==> src/rtl/linalg_pkg.sv <==
// linalg_pkg: shared definitions for the linear-algebra blocks
// (mat_product, mat_serializer and later additions).
package linalg_pkg;

    // Native element width: one IEEE-754 single-precision word.
    localparam int WORD_W = 32;

    // Serializer control states.
    typedef enum logic {
        IDLE = 1'b0,
        EMIT = 1'b1
    } ser_state_t;

    // Width of an index counter that has to reach x-1; never narrower than one bit.
    function automatic int idx_w(input int x);
        return (x <= 1) ? 1 : $clog2(x);
    endfunction

endpackage

==> src/rtl/mat_serializer.sv <==
// mat_serializer: accepts one packed MxN matrix per stb/ack handshake and
// streams its elements out one word per stb/ack handshake. Each word is tagged
// with its (row, col) position, and the final word of the matrix carries a
// last flag.
//
// Emission order is row-major by default. When MAT_SER_COL_MAJOR_EN is
// defined, the order is column-major. In both modes the indices report the
// element's true (row, col), and last marks (M-1, N-1).
//
// Handshake rule, used on both sides: a word moves on a rising edge where
// stb=1 and ack=1. The producer holds its data and stb until that edge. A
// consumer's ack is ignored while stb=0.
module mat_serializer
    import linalg_pkg::*;
#(
    parameter int M = 2,
    parameter int N = 2,
    parameter int W = WORD_W
) (
    input  logic                  clk,
    input  logic                  rst,
    input  logic [M*N*W-1:0]      input_z,
    input  logic                  input_z_stb,
    output logic                  input_z_ack,
    output logic [W-1:0]          output_elem,
    output logic                  output_elem_stb,
    input  logic                  output_elem_ack,
    output logic                  output_last,
    output logic [idx_w(M)-1:0]   output_row,
    output logic [idx_w(N)-1:0]   output_col,
    output ser_state_t            state_dbg
);

    localparam int RW = idx_w(M);
    localparam int CW = idx_w(N);
    localparam int BW = $clog2(M*N*W);
    localparam logic [RW-1:0] ROW_MAX = RW'(M - 1);
    localparam logic [CW-1:0] COL_MAX = CW'(N - 1);

    ser_state_t         state;
    logic [M*N*W-1:0]   mat_buf;
    logic [RW-1:0]      nxt_row;
    logic [CW-1:0]      nxt_col;
    logic               nxt_last;
    logic [BW-1:0]      nxt_base;
    logic [W-1:0]       nxt_elem;
    logic               in_xfer;
    logic               out_xfer;

    assign in_xfer   = (state == IDLE) && input_z_stb && input_z_ack;
    assign out_xfer  = (state == EMIT) && output_elem_stb && output_elem_ack;
    assign state_dbg = state;

    // Position of the element that follows the current one in emission order.
    always_comb begin
        nxt_row = output_row;
        nxt_col = output_col;
`ifdef MAT_SER_COL_MAJOR_EN
        if (output_row == ROW_MAX) begin
            nxt_row = '0;
            nxt_col = output_col + 1'b1;
        end else begin
            nxt_row = output_row + 1'b1;
        end
`else
        if (output_col == COL_MAX) begin
            nxt_col = '0;
            nxt_row = output_row + 1'b1;
        end else begin
            nxt_col = output_col + 1'b1;
        end
`endif
    end

    // Fetch the next word from the buffer and flag whether it is the final one.
    always_comb begin
        nxt_base = BW'((int'(nxt_row) * N + int'(nxt_col)) * W);
        nxt_elem = mat_buf[nxt_base +: W];
        nxt_last = (nxt_row == ROW_MAX) && (nxt_col == COL_MAX);
    end

    // Control FSM, matrix buffer and the registered output word/tags.
    always_ff @(posedge clk or negedge rst) begin
        if (!rst) begin
            state           <= IDLE;
            mat_buf         <= '0;
            input_z_ack     <= 1'b0;
            output_elem     <= '0;
            output_elem_stb <= 1'b0;
            output_last     <= 1'b0;
            output_row      <= '0;
            output_col      <= '0;
        end else begin
            case (state)
                IDLE: begin
                    if (in_xfer) begin
                        // Element (0,0) sits in the low word; present it on the next edge.
                        mat_buf         <= input_z;
                        input_z_ack     <= 1'b0;
                        state           <= EMIT;
                        output_row      <= '0;
                        output_col      <= '0;
                        output_elem     <= input_z[W-1:0];
                        output_elem_stb <= 1'b1;
                        output_last     <= (M == 1) && (N == 1);
                    end else begin
                        input_z_ack <= 1'b1;
                    end
                end
                EMIT: begin
                    if (out_xfer) begin
                        if (output_last) begin
                            // Reopen the input on this same edge so the next matrix loses no cycle.
                            output_elem_stb <= 1'b0;
                            output_last     <= 1'b0;
                            output_row      <= '0;
                            output_col      <= '0;
                            input_z_ack     <= 1'b1;
                            state           <= IDLE;
                        end else begin
                            output_row  <= nxt_row;
                            output_col  <= nxt_col;
                            output_elem <= nxt_elem;
                            output_last <= nxt_last;
                        end
                    end
                end
                default: state <= IDLE;
            endcase
        end
    end

endmodule

==> config.mk <==
export PLATFORM = sky130hd
export DESIGN_NAME = mat_serializer
export DESIGN_NICKNAME = d
export VERILOG_FILES = /design/src/rtl/linalg_pkg.sv /design/src/rtl/mat_serializer.sv
export SDC_FILE = /design/constraint.sdc
export NUM_CORES = 1
export LEC_CHECK = 0
export CORE_MARGIN = 1
export CORE_UTILIZATION = 50
export CTS_CLUSTER_SIZE = 8
export DETAILED_ROUTE_END_ITERATION = 6
export PLACE_DENSITY = 0.86
export SYNTH_ARGS = -nofsm -noshare
export SYNTH_HDL_FRONTEND = slang
export SYNTH_SLANG_ARGS = --single-unit
export TNS_END_PERCENT = 20
==> constraint.sdc <==
create_clock -name clk -period 3.2 [get_ports clk]
set_input_delay 0.48 -clock clk [delete_from_list [all_inputs] [get_ports clk]]
set_output_delay 0.48 -clock clk [all_outputs]
set_load 0.005 [all_outputs]
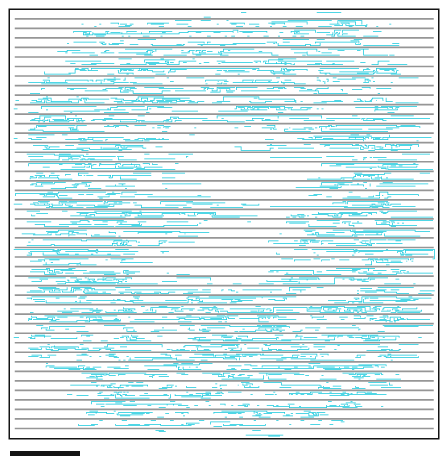
Fig. 1. Met1 routing.
Scale bar: 20 µm. Supply wires on this layer in gray.
861 nets have wire on it. The layer holds 44% of the routed length.
vias after detailed routing: 5,533
global routing usage on met1: 0.331
Total Routed Length: 16,700 µm

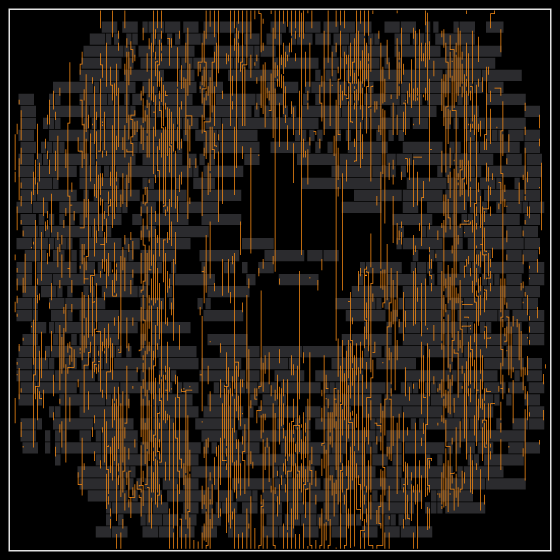
Fig. 2. M2 wires.
The layer holds 49% of the routed length. The layer carries 8,260 µm of wire. The wires run mostly vertical. 795 nets have wire on it.
met2 Use GR: 0.387

==> results.yml <==
# physical design summary
critical_path:
  critical_path.max_fanout: 35
  timing.rr.end: "output_elem[7]"
  worst_setup_path_endpoint: "output_col"
  setup.worst_path.start: "output_col"
  worst_flop_to_flop_path_startpoint: "output_row"
  cp_data_arrival_time_ns: 1.99
  cp-start-kind: "register"
  worst_path_max_delay_cell: "clkdlybuf4s50_1"
  worstPathCellList: "buf_4, clkdlybuf4s50_1"
  path_class: "register to output port"
  required_ns: 2.72
  regToRegSetupSlack_ns: 0.94
  worst-r2r-cell-count: 5
  critPathCaptureType: "output port"
  cpPeakStageDelay_ns: 0.65
final_layout:
  fillCellCount: 1049
  layout-drive-gt1-share: 0.0822
  area.growth.synth_to_final_pct: 32.7
  finalNetCount: 997
  diodes: 0
  finalNonFillerCells: 1056
power:
  ir_drop_mv: 0.423
  power.leakage_uw: 0.00463
  powerDensity_mw_per_mm2: 936
route:
  drt_pre_antenna_iters: 5
  post_drt_via_cell_ratio: 5.24
  avgRoutedWirePerCell_um: 15.9
  detail_route.drc_violations: 0
  antenna_left: 0
  detail_route.iter0.violations: 513
clock_tree:
  cts_inserted_buffers: 17
  post_cts_resized: 0
  ctsHtreeMaxLevel: 4
  clock_latency_ns: 0.42
  clock_tree.root_cell: "clkbuf_16"
  cts.clk_slew.worst_paths_ns: 0.06
  max-clock-path-buffers: 2
  cts-hold-fix-buffers: 0
  clock_sink_count: 166
  post-cts-setup-buffer-count: 0
  cts_tree: "built"
floorplanning:
  floorplanUtilization: 0.517
  top_level_ports: 170
  fp.dieW_um: 122
  core-area_mm2: 0.0140
  die_y_um: 122
  chip_area_mm2: 0.0149
  total_number_of_placement_rows: 43
worst_hold_path:
  hold_path_class: "input port to asynchronous set/reset pin"
synth:
  asyncSetResetFlopFracSynth: 1.00
  post_synth_num_cell_types: 23
  most_area_consuming_cells_after_synthesis: "dfrtp_1, nand2_1, mux4_2"
  ys_seq_frac: 0.575
  synth_flops: 166
  yosys_most_used_dff: "dfrtp_1"
  yosysChipArea_mm2: 0.00723
  mappedNetlistNets: 847
  netlist_top_cells_count: "nand2_1, dfrtp_1, a221o_1, and2_1, mux4_2"
  number_of_synthesis_warnings: 0
  synth.yosys.num_cells: 714
  synth_area_mm2: 0.00723
  mapped_avg_cell_area_um2: 10.1
  edf_count: 0
  synth.top_cell.area_share: 0.575
  yosys.cell_count.top_type: "nand2_1"
  synthDominantAreaCellType: "dfrtp_1"
  postSynthCellCount: 714
timing:
  max_freq_mhz: 405
  min_period_ns: 2.47
  tns_ns: 0
  timing_worst_slew_pin_value_ns: 0.954
  drv_slew: 0
  finalCritPeriodShare: 0.771
  setup_viol: 0
  finalHoldViolCount: 0
  rsz0062_at_grt: "false"
  holdWs_ns: 0.0609
  fin_worst_skew_ns: 0.00592
  slew-limit-headroom: 0.363
grt:
  pin_count_of_the_biggest_net_entering_global_routing: 161
  grt_first_pass_wirelength_um: 27500
  antenna_violations_before_repair: 0
  gr-usage-all-layers: 0.242
  first_global_vias: 5537
  aggregate_global_routing_overflow: 0
job:
  maxCapViolCount: 0
  warning_count: 30
outcome:
  outcome: "finished clean"
placement:
  hpwl_um: 10400
  placement.io_buffers: 169
  finalWeightedCongestion: 0.787
  place.detailed.instances: 1025
## per-layer routing
layer  vias up  GRT usage  wire (µm)
met2       196      0.387       8260
met5         -          0          0
met3        21     0.0372        905
met1      2680      0.331       7300
met4         0      0.104        269
li1       2636          -          -
## layout make-up
type / count / area [µm²] / area share
well taps: 180 / 225 / 0.0235
clock buffers: 23 / 498 / 0.0520
repair buffers: 178 / 1800 / 0.188
multi-input cells: 500 / 2830 / 0.296
clock inverters: 8 / 72.6 / 0.00757
flip-flops and latches: 166 / 4160 / 0.433
inverters: 1 / 3.75 / 0.000392
## cell usage in the layout, fill, tap and decap left out
| cell | n |
|---|---|
| dfrtp_1 | 165 |
| nor2_4 | 1 |
| a221o_1 | 32 |
| and4b_1 | 1 |
| clkbuf_8 | 5 |
| o31ai_1 | 2 |
| clkbuf_1 | 1 |
| dfrtp_2 | 1 |
| buf_6 | 1 |
| nand4_1 | 1 |
| clkdlybuf4s50_1 | 168 |
| nand2_1 | 388 |
| nand3_1 | 6 |
| clkinvlp_4 | 3 |
| buf_12 | 3 |
| o21a_1 | 1 |
| mux4_1 | 4 |
| bufinv_16 | 1 |
| inv_1 | 1 |
| clkinv_2 | 4 |
| nand3b_1 | 1 |
| ha_2 | 1 |
| clkbuf_16 | 17 |
| mux4_2 | 28 |
| buf_4 | 6 |
| and3b_4 | 1 |
| and2_1 | 32 |
| o21ai_0 | 1 |
## metrics by stage
step                cell area (µm²)  total power (µW)  worst slack, ns  utilization
finish                         9590              8980            0.734        0.685
global route                   9590              9590            0.616        0.685
CTS                            9590              9050            0.681        0.685
detailed placement             9010              7040            0.890        0.644
global placement               9010              6890            0.954        0.644
floorplan                      7230              5850            0.857            -
## critical path: cells and delay by family (launching register included)
kind                   cells  cell delay, ns
buffers and inverters      2            1.21
flip-flops                 1            0.35
## state kept, by name, indices dropped and copies added (netlist names)
name             count
output_elem_stb      1
mat_buf            128
state_dbg            1
output_row           1
output_elem         32
input_z_ack          1
output_last          1
output_col           1
## cell families (layout without fill, tap and decap cells)
logic type / after synthesis / count (layout) / share of synthesized area
and+or+nand+nor: 431 / 431 / 0.238
AOI/OAI and AO/OA: 36 / 36 / 0.0481
muxes: 32 / 32 / 0.102
buffers and inverters: 48 / 210 / 0.0350
DFF: 166 / 166 / 0.575
adders and majority gates: 1 / 1 / 0.00173
## worst min path at each step
stage	cells after the start	slack, ns	endpoint
floorplan	0	0.18	input_z_ack
global placement	2	0.45	mat_buf[23]
detailed placement	2	0.46	mat_buf[23]
CTS	1	0.08	mat_buf[66]
global route	1	0.12	mat_buf[66]
finish	1	0.06	mat_buf[1]
## report_power, final
group | switching, µW | internal [µW] | leakage, µW
Clock | 790 | 1160 | 0.000277
Combinational | 1520 | 1860 | 0.00228
Sequential | 560 | 3080 | 0.00207
Total | 2880 | 6100 | 0.00463
Power and IR drop assume default switching activity.
